File: src/rtl/pll_lock_ctrl.sv
// PLL lock controller.
// Watches the synchronized PFD up/dn pulses over fixed activity windows and
// sequences the loop filter through IDLE -> FLUSH -> ACQUIRE -> LOCKED.
// ACQUIRE uses the coarse loop-filter step and LOCKED uses the fine step.
// A loop filter that sits at either rail for too long is restarted through
// FLUSH, and that event is recorded in a sticky flag.
// Every output is a register that mirrors the state being entered, so each
// output is always a decode of the current state.
module pll_lock_ctrl #(
  parameter int bit_count     = 24,
  parameter int window        = 256,
  parameter int lock_thresh   = 8,
  parameter int unlock_thresh = 32,
  parameter int lock_windows  = 4,
  parameter int flush_cycles  = 4,
  parameter int rail_limit    = 1024,
  parameter logic [bit_count-1:0] max_speed = {bit_count{1'b1}},
  parameter logic [bit_count-1:0] min_speed = '0
) (
  input  logic                 i_clk,
  input  logic                 i_rst,
  input  logic                 i_enable,
  input  logic                 i_up,
  input  logic                 i_dn,
  input  logic [bit_count-1:0] i_speed_var,
  output logic                 o_lf_rst,
  output logic [1:0]           o_gain_sel,
  output logic                 o_freeze,
  output logic                 o_locked,
  output logic [1:0]           o_state,
  output logic                 o_rail_err,
  output logic [7:0]           o_lose_cnt
);

  localparam logic [1:0] IDLE    = 2'd0;
  localparam logic [1:0] FLUSH   = 2'd1;
  localparam logic [1:0] ACQUIRE = 2'd2;
  localparam logic [1:0] LOCKED  = 2'd3;

  localparam logic [1:0] GAIN_COARSE = 2'b10;
  localparam logic [1:0] GAIN_FINE   = 2'b00;

  localparam int WIN_W  = $clog2(window);
  localparam int ACT_W  = $clog2(unlock_thresh + 1);
  localparam int GOOD_W = $clog2(lock_windows + 1);
  localparam int FL_W   = $clog2(flush_cycles + 1);
  localparam int RAIL_W = $clog2(rail_limit + 1);

  localparam logic [WIN_W-1:0]  WIN_LAST  = WIN_W'(window - 1);
  localparam logic [ACT_W-1:0]  ACT_MAX   = ACT_W'(unlock_thresh);
  localparam logic [ACT_W-1:0]  ACT_QUIET = ACT_W'(lock_thresh);
  localparam logic [GOOD_W-1:0] GOOD_LAST = GOOD_W'(lock_windows - 1);
  localparam logic [FL_W-1:0]   FL_LAST   = FL_W'(flush_cycles - 1);
  localparam logic [RAIL_W-1:0] RAIL_LAST = RAIL_W'(rail_limit - 1);

  logic [1:0]        r_state;
  logic              r_up_s1, r_up_s2, r_dn_s1, r_dn_s2;
  logic [WIN_W-1:0]  r_win;
  logic [ACT_W-1:0]  r_act;
  logic [GOOD_W-1:0] r_good;
  logic [FL_W-1:0]   r_fl;
  logic [RAIL_W-1:0] r_rail;
  logic              r_rail_err;
  logic [7:0]        r_lose_cnt;
  logic              r_lf_rst, r_freeze, r_locked;
  logic [1:0]        r_gain_sel;

  logic [1:0]        w_next;
  logic              w_entry;
  logic              w_active;
  logic              w_win_state;
  logic              w_win_end;
  logic [ACT_W-1:0]  w_act_tot;
  logic              w_quiet;
  logic              w_noisy;
  logic              w_rail_hit;
  logic              w_rail_to;
  logic              w_good_reach;

  // Window bookkeeping: activity includes the current cycle, so the
  // window-end decision sees every active cycle of the window.
  always_comb begin
    w_active     = r_up_s2 ^ r_dn_s2;
    w_win_state  = (r_state == ACQUIRE) || (r_state == LOCKED);
    w_win_end    = w_win_state && (r_win == WIN_LAST);
    w_act_tot    = (w_active && (r_act != ACT_MAX)) ? r_act + ACT_W'(1) : r_act;
    w_quiet      = (w_act_tot <= ACT_QUIET);
    w_noisy      = (w_act_tot >= ACT_MAX);
    w_rail_hit   = (i_speed_var == max_speed) || (i_speed_var == min_speed);
    w_rail_to    = (r_state == ACQUIRE) && w_rail_hit && (r_rail == RAIL_LAST);
    w_good_reach = (r_state == ACQUIRE) && w_win_end && w_quiet && (r_good == GOOD_LAST);
  end

  // Next-state selection; dropping enable overrides everything, and a rail
  // timeout beats a lock decision landing on the same cycle.
  always_comb begin
    w_next = r_state;
    if (!i_enable) begin
      w_next = IDLE;
    end else begin
      case (r_state)
        IDLE:    w_next = FLUSH;
        FLUSH:   if (r_fl == FL_LAST) w_next = ACQUIRE;
        ACQUIRE: begin
          if (w_rail_to)         w_next = FLUSH;
          else if (w_good_reach) w_next = LOCKED;
        end
        LOCKED:  if (w_win_end && w_noisy) w_next = ACQUIRE;
        default: w_next = IDLE;
      endcase
    end
    w_entry = (w_next != r_state);
  end

  // State register and the two-flop synchronizers for the PFD pulses.
  always_ff @(posedge i_clk) begin
    if (i_rst) begin
      r_state <= IDLE;
      r_up_s1 <= 1'b0;
      r_up_s2 <= 1'b0;
      r_dn_s1 <= 1'b0;
      r_dn_s2 <= 1'b0;
    end else begin
      r_state <= w_next;
      r_up_s1 <= i_up;
      r_up_s2 <= r_up_s1;
      r_dn_s1 <= i_dn;
      r_dn_s2 <= r_dn_s1;
    end
  end

  // Cycle/activity/good-window/flush/rail counters; every one restarts when
  // the state changes so each state begins from a clean slate.
  always_ff @(posedge i_clk) begin
    if (i_rst) begin
      r_win  <= '0;
      r_act  <= '0;
      r_good <= '0;
      r_fl   <= '0;
      r_rail <= '0;
    end else begin
      if (w_entry || !w_win_state || w_win_end) r_win <= '0;
      else                                      r_win <= r_win + WIN_W'(1);

      if (w_entry || !w_win_state || w_win_end) r_act <= '0;
      else                                      r_act <= w_act_tot;

      if (w_entry || (r_state != ACQUIRE)) r_good <= '0;
      else if (w_win_end)                  r_good <= w_quiet ? r_good + GOOD_W'(1) : '0;

      if (w_entry || (r_state != FLUSH)) r_fl <= '0;
      else                               r_fl <= r_fl + FL_W'(1);

      if (w_entry || (r_state != ACQUIRE) || !w_rail_hit) r_rail <= '0;
      else                                                r_rail <= r_rail + RAIL_W'(1);
    end
  end

  // Sticky status: rail restarts and saturating loss-of-lock count.
  always_ff @(posedge i_clk) begin
    if (i_rst) begin
      r_rail_err <= 1'b0;
      r_lose_cnt <= '0;
    end else begin
      if ((r_state == ACQUIRE) && (w_next == FLUSH)) r_rail_err <= 1'b1;
      if ((r_state == LOCKED) && (w_next == ACQUIRE) && (r_lose_cnt != 8'hFF))
        r_lose_cnt <= r_lose_cnt + 8'd1;
    end
  end

  // Output registers track the state being entered so they always match r_state.
  always_ff @(posedge i_clk) begin
    if (i_rst) begin
      r_lf_rst   <= 1'b0;
      r_freeze   <= 1'b1;
      r_locked   <= 1'b0;
      r_gain_sel <= GAIN_FINE;
    end else begin
      r_lf_rst   <= (w_next == FLUSH);
      r_freeze   <= (w_next == IDLE);
      r_locked   <= (w_next == LOCKED);
      r_gain_sel <= (w_next == ACQUIRE) ? GAIN_COARSE : GAIN_FINE;
    end
  end

  assign o_state    = r_state;
  assign o_lf_rst   = r_lf_rst;
  assign o_freeze   = r_freeze;
  assign o_locked   = r_locked;
  assign o_gain_sel = r_gain_sel;
  assign o_rail_err = r_rail_err;
  assign o_lose_cnt = r_lose_cnt;

endmodule

File: config.mk
export PLATFORM = sky130hd
export DESIGN_NAME = pll_lock_ctrl
export DESIGN_NICKNAME = d
export VERILOG_FILES = /design/src/rtl/pll_lock_ctrl.sv
export SDC_FILE = /design/constraint.sdc
export NUM_CORES = 1
export LEC_CHECK = 0
export CAP_MARGIN = 20
export CORE_UTILIZATION = 36
export DETAILED_ROUTE_END_ITERATION = 12
export GPL_TIMING_DRIVEN = 1
export PLACE_DENSITY_LB_ADDON = 0.3
export SLEW_MARGIN = 25
export SYNTH_ARGS = -nofsm -noshare
export SYNTH_HDL_FRONTEND = slang
export SYNTH_SLANG_ARGS = --single-unit
File: constraint.sdc
create_clock -name i_clk -period 3.2 [get_ports i_clk]
set_input_delay 0.64 -clock i_clk [delete_from_list [all_inputs] [get_ports i_clk]]
set_output_delay 0.64 -clock i_clk [all_outputs]
set_load 0.01 [all_outputs]
Figure 1. Cells coloured by class (run 1).
Drawn at 4 px/um. Fill, decap, tap and diode cells in grey.
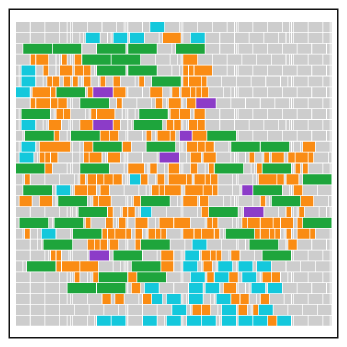
clock drivers and dummy loads: marked purple, cells 8. remaining logic cells: marked orange, cells 206. registers: marked green, cells 50. remaining buffers and delay cells: marked cyan, cells 46.
final core utilization: 48.2%
fin area: 2900 um2
fraction of area in registers: 34.5%

Figure 2. The clock network (run 1).
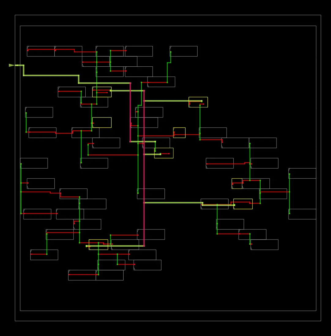
Flops: 50
Clk power: 0.000396 W

Figure 3. Clock wires, drivers and flops (run 1).
Drawn at 6 px/um.
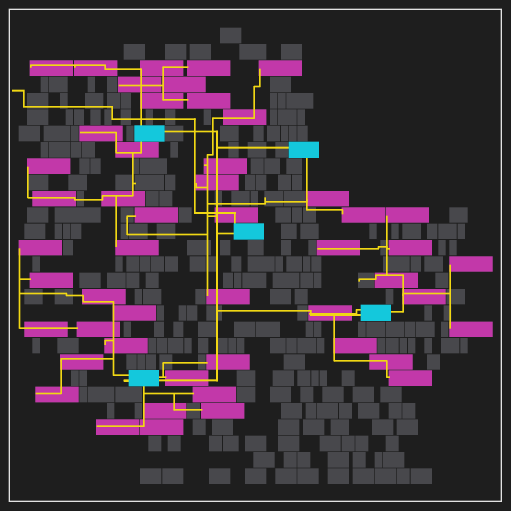
flip-flops: marked magenta, count 50. clock-net drivers: marked cyan, count 5. clock wires: marked yellow, length 615 um.
There are 6 routed clock nets. Position of the flops: spread over the die.
Layout Skew: 0.00702 ns
Clk network pwr share: 36.3%

==> flow_summary_export.csv, run 1 <==
group,metric,value,unit
worst_hold_path,whs_path_depth,1,
setup_path,reg2regPathDepth,7,
logic_synthesis,mux_share,0.874,%
final_timing,rsz0062_at_grt,"false",
layout,instances_no_fill,385,
logic_synthesis,ys_cells,262,
logic_synthesis,yosysTopAreaCell,"dfxtp_1",
clock_network,cts_setup_buffers,0,
logic_synthesis,area_leaders,"dfxtp_1 44%, nor2_1 6.4%, xor2_1 5.4%, ha_1 4.9%, xnor2_1 4.2%",
final_timing,relSlewSlack,61.2,%
final_timing,worst_slew_pin_slew,0.578,ns
logic_synthesis,synth_cell_types,43,
status,outcome,"completed",
power,p_sw_share,22.5,%
place,io_buffers,43,
final_timing,maxSlewViolCount,0,
final_timing,finalSetupViolCount,0,
final_timing,setup_tns,0,ns
die,num_rows,28,
clock_network,cts_resized,0,
logic_synthesis,syn_inst,262,
power,p_sw,0.000246,W
layout,layout.nets,347,
grt,grt_max_degree,17,
setup_path,reg2reg_from,"r_act[0]",
detailed_routing,avgRoutedWirePerCell,12.4,um
die,initial_utilization,38.0,%
detailed_routing,avgViaCountPerCell,5.03,
detailed_routing,first_iter_violations,107,
final_timing,fmax,0.392,GHz
detailed_routing,routed_wl,4.79,mm
layout,final_common_cell,"dfxtp_1",
power,seqPwrFrac,57.7,%
power,ir_drop,0.000221,V
logic_synthesis,yosys.area_share.xor_xnor,9.56,%
detailed_routing,antenna_left,0,
detailed_routing,dr_total_vias,1937,
setup_path,crit_chain,"inv_1 -> ha_1 -> nor4_1 -> a22oi_1 -> a2111oi_1 -> nand4bb_1 -> nor2_1",
logic_synthesis,synthTopCellsByCount,"50 x dfxtp_1, 39 x nor2_1, 17 x nand2_1",
clock_network,h-tree-depth,2,
die,dieWidth,81.8,um
final_timing,layout_worst_path_cycle_share,79.8,%
logic_synthesis,yosys_area,2290,um2
clock_network,clkSinkCount,50,
[run 1: through the flow]
step | util [%] | cell area (um2)
4_1_cts | 48.2 | 2900
3_5_place_dp | 46.5 | 2800
3_3_place_gp | 46.5 | 2800
2_1_floorplan | - | 2290
5_1_grt | 48.2 | 2900
6_report | 48.2 | 2900
[run 1: area by class of cell]
class / count / area, um2
clock buffers: 6 / 82.6
clock inverters: 2 / 16.3
fillers: 592 / 3120
inverters: 12 / 45.0
multi-input cells: 194 / 1210
flip-flops and latches: 50 / 1000
well taps: 75 / 93.8
repair buffers: 46 / 453
[run 1: critical path: cells and delay by family (launching register included)]
family	cells	cell delay [ns]
AND-OR/OR-AND	2	0.73
adder cells (fa/ha/maj)	1	0.32
buffers and inverters	1	0.11
flip-flops	1	0.42
AND/OR/NAND/NOR	3	0.84
[run 1: power groups by stage]
stage / clock, W / combinational (W) / sequential [W]
final: 0.000396 / 0.0000653 / 0.000629
after floorplan: 0 / 0.0000163 / 0.000645
after global placement: 0 / 0.0000644 / 0.000644
after CTS: 0.000411 / 0.0000655 / 0.000629
after detailed placement: 0 / 0.0000651 / 0.000644
after global routing: 0.000438 / 0.0000714 / 0.000630
[run 1: per-layer routing]
metal	share of wire (%)	global-route usage (%)	vias up	routed length (um)
met5	0	0	-	0
met4	1.5	5.26	0	72
met3	3.3	5.11	9	160
met2	50	27.9	18	2380
met1	46	19.0	902	2180
li1	-	-	1008	-
[run 1: registers in the layout, indices dropped and copies added (netlist names)]
name	count
r_fl	3
r_dn_s2	1
o_gain_sel	1
r_good	3
o_lose_cnt	8
r_dn_s1	1
o_state	2
r_act	6
r_up_s1	1
r_up_s2	1
o_freeze	1
r_rail	11
o_locked	1
o_lf_rst	1
o_rail_err	1
r_win	8
==> run 2: changes to the inputs <==
clock period = 2.54 ns   (was 3.2 ns; I/O delays follow)
Figure 4. Clock wires, drivers and flops (run 2).
Drawn at 6 px/um.
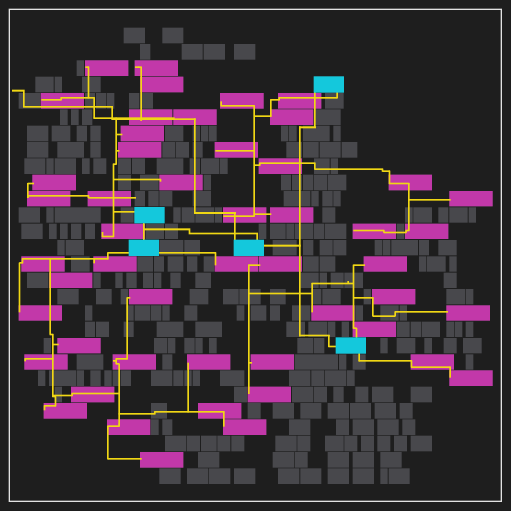
clock wires: marked yellow, length 627 um. flip-flops: marked magenta, count 50. clock-net drivers: marked cyan, count 5.
There are 6 routed clock nets. Position of the flops: spread over the die.
Clk network pwr share: 34.9%
Clk power: 0.000469 W
Layout Skew: 0.0128 ns

Figure 5. Placement density heat map (run 2).
Drawn at 3 px/um. The die is cut into 8 by 8 equal tiles; black is low, pale yellow is high, 0 to 100% covered.
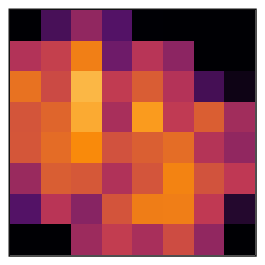
4.7% of the tiles are over 75% full. The fullest tile reaches 84%. The mean over all tiles is 43%. 16% of the tiles are nearly empty. The emptiest ninth of the die: north-east.
fp_density: 38.0%
core area: 6030 um2

Figure 6. A small window of the routed layout (run 2).
Region (28, 28) to (53, 53) um. Cells in grey, sequential cells in the stronger grey; small squares are vias.
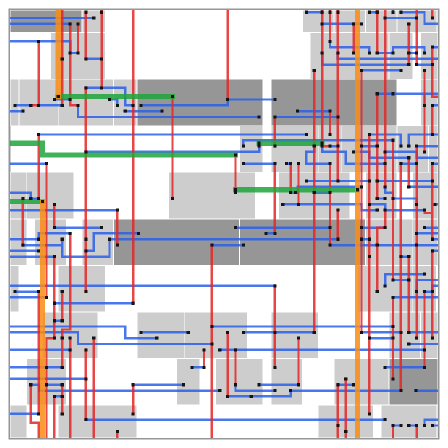
M3: marked green. M4: marked orange. M1: marked blue. M2: marked red.
Netlist names of flops here include r_act (3), r_win (1). 41 logic cells have their middle in the window. Sequential cells in the window: 4. Most frequent: xor2_1 (4), buf_4 (4), dfxtp_1 (4).

==> flow_summary_export.csv, run 2 <==
group,metric,value,unit
status,outcome,"completed",
layout,area_dominant_class,"combinational gates",
detailed_routing,first_iter_violations,120,
layout,seqCellArea,1000,um2
layout,final_common_cell,"dfxtp_1",
logic_synthesis,synthTopCellsByCount,"50 x dfxtp_1, 39 x nor2_1, 17 x nand2_1",
grt,gr-max-usage-layer,"met2",
layout,logic_gates,194,
place,dpl_cell_area,2880,um2
layout,comb_area_share,40.8,%
clock_network,clkSinkCount,50,
grt,grt_use_met3,3.67,%
final_timing,layout_worst_path_cycle_share,95.0,%
clock_network,h-tree-depth,2,
layout,clk_share,3.03,%
detailed_routing,antenna_left,0,
final_timing,finalSetupViolCount,0,
final_timing,maxSlewViolCount,0,
logic_synthesis,yosysTopAreaCell,"dfxtp_1",
clock_network,cts_setup_buffers,0,
layout,largest_reg_flops,11,
power,ir_drop,0.000296,V
detailed_routing,top_layer,"met4",
layout,utilization,49.4,%
layout,top_register,"r_rail",
detailed_routing,routed_wl,4.80,mm
layout,layout.nets,356,
logic_synthesis,synth_cell_types,43,
logic_synthesis,ys_cells,262,
layout,buf_share,17.9,%
die,nWellTaps,75,
grt,met2_usage,28.0,%
detailed_routing,avgViaCountPerCell,5.03,
final_timing,rsz0062_at_grt,"false",
place,io_buffers,43,
final_timing,setup_tns,0,ns
grt,met1_usage,17.7,%
die,num_rows,28,
detailed_routing,dr_wl_met3,159,um
final_timing,worst_slew_pin_slew,0.568,ns
layout,n_all_buffers,55,
logic_synthesis,yosys_area,2290,um2
detailed_routing,wl_met2,2.39,mm
layout,nNonClkInverters,12,
[run 2: cell types whose count changed in the layout (fill, tap and decap cells not counted)]
cell and delta:
clkinv_2 +1, buf_12 +1, buf_4 +8, a22oi_1 -1, a22oi_2 +1, clkinv_4 +1, clkbuf_8 -1, inv_6 -1
[run 2: power breakdown]
group          total [W]  switching, W  internal (W)
Clock           0.000469      0.000275      0.000194
Sequential      0.000793    0.00000413      0.000789
Combinational  0.0000813     0.0000301     0.0000512
[run 2: stage by stage]
stage | instances | total power [W]
floorplan | 262 | 0.000832
global placement | 386 | 0.000892
detailed placement | 386 | 0.000893
CTS | 394 | 0.00136
global route | 394 | 0.00140
finish | 394 | 0.00134
[run 2: kinds of logic (layout without fill, tap and decap cells)]
family / count (synthesis) / in the layout / share of synthesized area, %
buf+inv: 18 / 75 / 3.50
xor+xnor: 25 / 25 / 9.56
flops: 50 / 50 / 43.7
simple gates: 125 / 125 / 28.7
compound gates: 32 / 32 / 8.63
mux: 2 / 2 / 0.874
other cells: 1 / 1 / 0.164
fa+ha+maj: 9 / 9 / 4.92
[run 2: final timing paths]
| check | from | to | slack (ns) | cells after the start |
|---|---|---|---|---|
| worst max-delay path | r_dn_s2 | r_good[0] | 0.13 | 7 |
| worst min-delay path | r_fl[0] | r_fl[0] | 0.43 | 1 |
| worst max register to register | r_dn_s2 | r_good[0] | 0.13 | 7 |
| worst min register to register | r_fl[0] | r_fl[0] | 0.43 | 1 |
[run 2: critical path: stages (launching register included)]
cell	delay, ns
dfxtp_1	0.34
xnor2_1	0.24
or3_2	0.50
a41oi_1	0.33
a2111oi_1	0.10
buf_4	0.17
or4b_1	0.55
a21oi_1	0.14
[run 2: repair_timing]
action | in CTS | in global routing
resized | 0 | 1
endpoints found under the setup margin | 0 | 1
hold endpoints to repair | 0 | 0
hold buffers | 0 | 0
Power figures rest on the tool's default switching activity, not on a simulated workload.
